==> config.mk <==
export PLATFORM = sky130hd
export DESIGN_NAME = axi_rd_arbiter
export DESIGN_NICKNAME = d
export VERILOG_FILES = /design/src/rtl/axi_rd_arbiter.sv
export SDC_FILE = /design/constraint.sdc
export NUM_CORES = 1
export LEC_CHECK = 0
export ABC_AREA = 1
export CAP_MARGIN = 20
export CORE_AREA = 2 2 109 111
export DETAILED_ROUTE_END_ITERATION = 16
export DIE_AREA = 0 0 111 113
export PLACE_DENSITY = 0.63
export SYNTH_ARGS = -nofsm -noshare
export SYNTH_HDL_FRONTEND = slang
export SYNTH_SLANG_ARGS = --single-unit
==> constraint.sdc <==
create_clock -name aclk -period 1.4 [get_ports aclk]
set_input_delay 0.35 -clock aclk [delete_from_list [all_inputs] [get_ports aclk]]
set_output_delay 0.35 -clock aclk [all_outputs]
set_load 0.01 [all_outputs]
==> src/rtl/axi_rd_arbiter.sv <==
`default_nettype none
// ============================================================================
//  Module   : axi_rd_arbiter
//  Purpose  : Shares one AXI4 read port (AR + R channels) between two masters.
//             Grants alternate round-robin. Only one read burst is outstanding
//             at a time. A grant is held from the AR handshake until the R
//             beat that carries rlast. Write channels do not pass through
//             this block.
//  Ports    : aclk, areset      - clock, synchronous active-high reset
//             m0_ar* / m1_ar*   - master AR requests (arready returned)
//             m0_r*  / m1_r*    - master R responses (rready from master)
//             s_ar*  / s_r*     - shared slave read port
//             grant, busy       - owning master index, arbiter active
//  Revision : 1.0 - initial release
// ============================================================================
module axi_rd_arbiter #(
    parameter int ID_W    = 4,
    parameter int ADDR_W  = 32,
    parameter int DATA_W  = 32,
    parameter int LEN_W   = 8,
    parameter int SIZE_W  = 3,
    parameter int BURST_W = 2,
    parameter int RESP_W  = 2
) (
    input  logic               aclk,
    input  logic               areset,
    // master 0
    input  logic [ID_W-1:0]    m0_arid,
    input  logic [ADDR_W-1:0]  m0_araddr,
    input  logic [LEN_W-1:0]   m0_arlen,
    input  logic [SIZE_W-1:0]  m0_arsize,
    input  logic [BURST_W-1:0] m0_arburst,
    input  logic               m0_arvalid,
    output logic               m0_arready,
    output logic [ID_W-1:0]    m0_rid,
    output logic [DATA_W-1:0]  m0_rdata,
    output logic [RESP_W-1:0]  m0_rresp,
    output logic               m0_rlast,
    output logic               m0_rvalid,
    input  logic               m0_rready,
    // master 1
    input  logic [ID_W-1:0]    m1_arid,
    input  logic [ADDR_W-1:0]  m1_araddr,
    input  logic [LEN_W-1:0]   m1_arlen,
    input  logic [SIZE_W-1:0]  m1_arsize,
    input  logic [BURST_W-1:0] m1_arburst,
    input  logic               m1_arvalid,
    output logic               m1_arready,
    output logic [ID_W-1:0]    m1_rid,
    output logic [DATA_W-1:0]  m1_rdata,
    output logic [RESP_W-1:0]  m1_rresp,
    output logic               m1_rlast,
    output logic               m1_rvalid,
    input  logic               m1_rready,
    // slave
    output logic [ID_W-1:0]    s_arid,
    output logic [ADDR_W-1:0]  s_araddr,
    output logic [LEN_W-1:0]   s_arlen,
    output logic [SIZE_W-1:0]  s_arsize,
    output logic [BURST_W-1:0] s_arburst,
    output logic               s_arvalid,
    input  logic               s_arready,
    input  logic [ID_W-1:0]    s_rid,
    input  logic [DATA_W-1:0]  s_rdata,
    input  logic [RESP_W-1:0]  s_rresp,
    input  logic               s_rlast,
    input  logic               s_rvalid,
    output logic               s_rready,
    // status
    output logic               grant,
    output logic               busy
);

    typedef enum logic [1:0] {
        IDLE = 2'd0,
        ADDR = 2'd1,
        DATA = 2'd2
    } state_t;

    state_t r_state;
    state_t w_next_state;
    logic   r_grant;
    logic   r_last_grant;
    logic   w_next_grant;
    logic   w_next_last_grant;

    // last_grant resets to 1 so that master 0 wins the first contested round.
    always_ff @(posedge aclk) begin
        if (areset) begin
            r_state      <= IDLE;
            r_grant      <= 1'b0;
            r_last_grant <= 1'b1;
        end else begin
            r_state      <= w_next_state;
            r_grant      <= w_next_grant;
            r_last_grant <= w_next_last_grant;
        end
    end

    always_comb begin
        w_next_state      = r_state;
        w_next_grant      = r_grant;
        w_next_last_grant = r_last_grant;

        s_arid     = '0;
        s_araddr   = '0;
        s_arlen    = '0;
        s_arsize   = '0;
        s_arburst  = '0;
        s_arvalid  = 1'b0;
        m0_arready = 1'b0;
        m1_arready = 1'b0;
        s_rready   = 1'b0;
        m0_rid     = '0;
        m0_rdata   = '0;
        m0_rresp   = '0;
        m0_rlast   = 1'b0;
        m0_rvalid  = 1'b0;
        m1_rid     = '0;
        m1_rdata   = '0;
        m1_rresp   = '0;
        m1_rlast   = 1'b0;
        m1_rvalid  = 1'b0;

        case (r_state)
            IDLE: begin
                // Single requester wins outright; on contention the master
                // that did not own the previous burst wins.
                if (m0_arvalid || m1_arvalid) begin
                    w_next_grant = (m0_arvalid && m1_arvalid) ? ~r_last_grant : m1_arvalid;
                    w_next_state = ADDR;
                end
            end

            ADDR: begin
                if (r_grant) begin
                    s_arid     = m1_arid;
                    s_araddr   = m1_araddr;
                    s_arlen    = m1_arlen;
                    s_arsize   = m1_arsize;
                    s_arburst  = m1_arburst;
                    s_arvalid  = m1_arvalid;
                    m1_arready = s_arready;
                end else begin
                    s_arid     = m0_arid;
                    s_araddr   = m0_araddr;
                    s_arlen    = m0_arlen;
                    s_arsize   = m0_arsize;
                    s_arburst  = m0_arburst;
                    s_arvalid  = m0_arvalid;
                    m0_arready = s_arready;
                end
                if (s_arvalid && s_arready) begin
                    w_next_state = DATA;
                end
            end

            DATA: begin
                if (r_grant) begin
                    m1_rid    = s_rid;
                    m1_rdata  = s_rdata;
                    m1_rresp  = s_rresp;
                    m1_rlast  = s_rlast;
                    m1_rvalid = s_rvalid;
                    s_rready  = m1_rready;
                end else begin
                    m0_rid    = s_rid;
                    m0_rdata  = s_rdata;
                    m0_rresp  = s_rresp;
                    m0_rlast  = s_rlast;
                    m0_rvalid = s_rvalid;
                    s_rready  = m0_rready;
                end
                if (s_rvalid && s_rready && s_rlast) begin
                    w_next_last_grant = r_grant;
                    w_next_state      = IDLE;
                end
            end

            default: begin
                w_next_state = IDLE;
            end
        endcase
    end

    assign grant = r_grant;
    assign busy  = (r_state != IDLE);

endmodule
`default_nettype wire

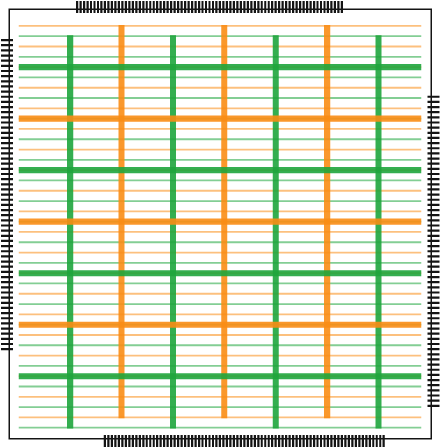
floorplan.png
Pins as bars on the die edge.
VDD -> orange
VSS -> green
signal pins = 280
met5 straps = 7
met1 rails = 40
largest voltage drop on the vdd net: 374 uV
Die Y-Extent: 113 um
die width: 111 um
placeable core region: 11300 um^2

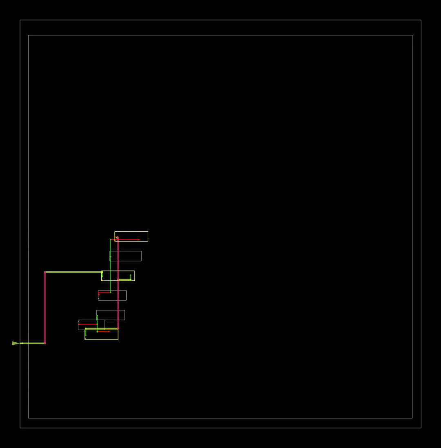
clock_nets.png
Insertion Delay late pin: 230 ps
num sequential: 4
Clock Power: 0.446 mW

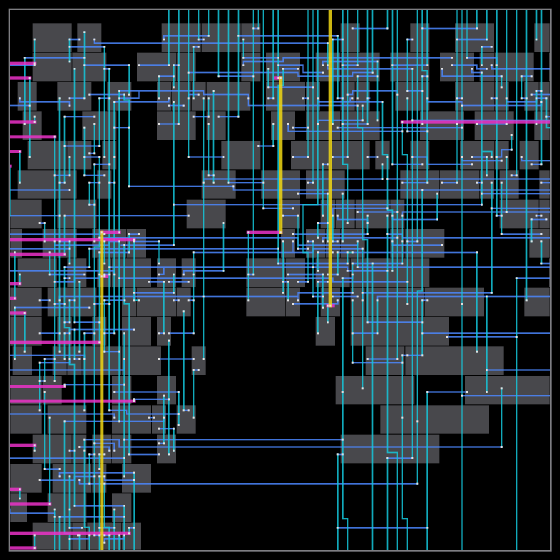
closeup.png
Window x 3 to 53, y 60 to 110 um. Cells in grey, sequential cells in the stronger grey; small squares are vias.
M4 -> yellow
M3 -> magenta
M2 -> cyan
M1 -> blue
sequential cells in the window = 0
most frequent = clkdlybuf4s50_1 (46), nand2_1 (37), buf_2 (26)
cells with their middle in the window = 157

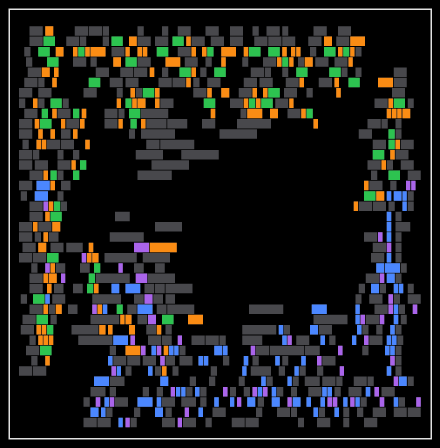
gates.png
inv cells -> purple  # cells 51
nand cells -> orange  # cells 118, where spread over the die
nor cells -> blue  # cells 87
aoi and oai cells -> green  # cells 54
number of standard cells in the layout, taps in and fillers out: 784
dominant logic cell type in the layout: sky130_fd_sc_hd__clkdlybuf4s50_1
multi-input logic portion of the cell area: 29.1%

==> changes_impl.md <==
### Physical design

* Top Layout Cells: sky130_fd_sc_hd__clkdlybuf4s50_1, sky130_fd_sc_hd__buf_2, sky130_fd_sc_hd__nand2_1
* DRC Markers at 0
* Count of endpoints failing hold in the final timing report at 0
* Adder and majority gate portion of the synthesized area at 0%
* Post-synthesis instance total at 338
* Total wire length at about 12000 um
* Clock tree root driver cell: sky130_fd_sc_hd__clkbuf_16
* Final setup violation count at around 140
* Final setup slack of the worst path at -270 ps
* Overall via count from detail_route at between 3000 and 4000
* Overall Power at roughly 2.4 mW
* Run status: complete, but fails checks
* CTS HTree Levels at 1
* Average instance area after synthesis at between 4 and 5 um^2
* Synth Cell Area at between 1000 and 1500 um^2
* Log Warnings at 28
* Net Count, Synth at between 400 and 500
* Cycle use final at 119%
* Failing checks: negative setup slack
* Maximum number of pins on one net before global-route repair at approximately 41
-- cell families (layout without fill, tap and decap cells) --
logic type / count (synthesis) / after routing
simple gates: 205 / 205
buf+inv: 75 / 378
compound gates: 54 / 54
flops: 4 / 4
-- metrics by stage --
step	TNS (ps)	utilization, %	cells	worst slack [ps]	instance area (um^2)
after floorplan	0	-	338	14.7	1490
after global placement	-62480	40.4	758	-614	4550
after detailed placement	-63720	40.4	758	-627	4550
after CTS	-35710	38.9	764	-362	4380
after global routing	-35580	42.2	784	-312	4750
final	-27830	42.2	784	-270	4750
-- power by group --
group          internal (mW)  switching [mW]  leakage, nW  total (mW)
logic                  0.971           0.885         2.52        1.86
registers              0.128          0.0164       0.0342       0.144
clock network          0.365          0.0810       0.0370       0.446
total                   1.46           0.982         2.59        2.45
-- synth_stat cells, types with 2 or more instances --
cell                        n  area (um^2)
sky130_fd_sc_hd__buf_2     19         95.1
sky130_fd_sc_hd__dfxtp_1    4         80.1
sky130_fd_sc_hd__nor2_1    83          312
sky130_fd_sc_hd__nand3_1    5         25.0
sky130_fd_sc_hd__nor3_1     2         10.0
sky130_fd_sc_hd__a21oi_1   53          265
sky130_fd_sc_hd__buf_6      4         45.0
sky130_fd_sc_hd__inv_1     47          176
sky130_fd_sc_hd__inv_2      3         11.3
sky130_fd_sc_hd__nand2_1  112          420
-- metal layers --
| layer | part of all wire [%] | global-route usage, % | routed length [um] |
|---|---|---|---|
| met5 | 0 | 0 | 0 |
| met4 | 1.7 | 2.67 | 210 |
| met3 | 6.2 | 2.41 | 749 |
| met2 | 52 | 28.0 | 6260 |
| met1 | 40 | 15.9 | 4830 |
-- path summary, 6_finish.rpt --
path	start	end	cells past startpoint
max	r_state[0]	m1_rlast	7
min	r_last_grant	r_last_grant	2
max reg2reg	grant	r_state[1]	9
min reg2reg	r_last_grant	r_last_grant	2
-- layout make-up --
class | instances | area (um^2) | share of cell area (%)
Timing Repair Buffer | 324 | 2820 | 59.3
Multi-Input combinational cell | 259 | 1380 | 29.1
Inverter | 51 | 209 | 4.40
Tap cell | 143 | 179 | 3.77
Sequential cell | 4 | 86.3 | 1.82
Clock buffer | 3 | 75.1 | 1.58
-- state kept, by name (all words and copies together) (netlist names) --
register,flops
r_state,2
r_last_grant,1
grant,1
-- what timing repair did --
item | in CTS | in global routing
hold buffers | 0 | 0
cloned | 3 | 14
resized | 406 | 244
buffers inserted | 0 | 6
endpoints found under the setup margin | 135 | 134
pin swaps | 2 | 23
-- worst max-delay path: stages, from the launching register on --
cell                        delay (ps)
sky130_fd_sc_hd__dfxtp_2           310
sky130_fd_sc_hd__inv_2              90
sky130_fd_sc_hd__nand2_4            80
sky130_fd_sc_hd__nor2_4            110
sky130_fd_sc_hd__inv_4              80
sky130_fd_sc_hd__clkbuf_16         170
sky130_fd_sc_hd__nor2_1             90
sky130_fd_sc_hd__buf_2             140
Power figures rest on the tool's default switching activity, not on a simulated workload.
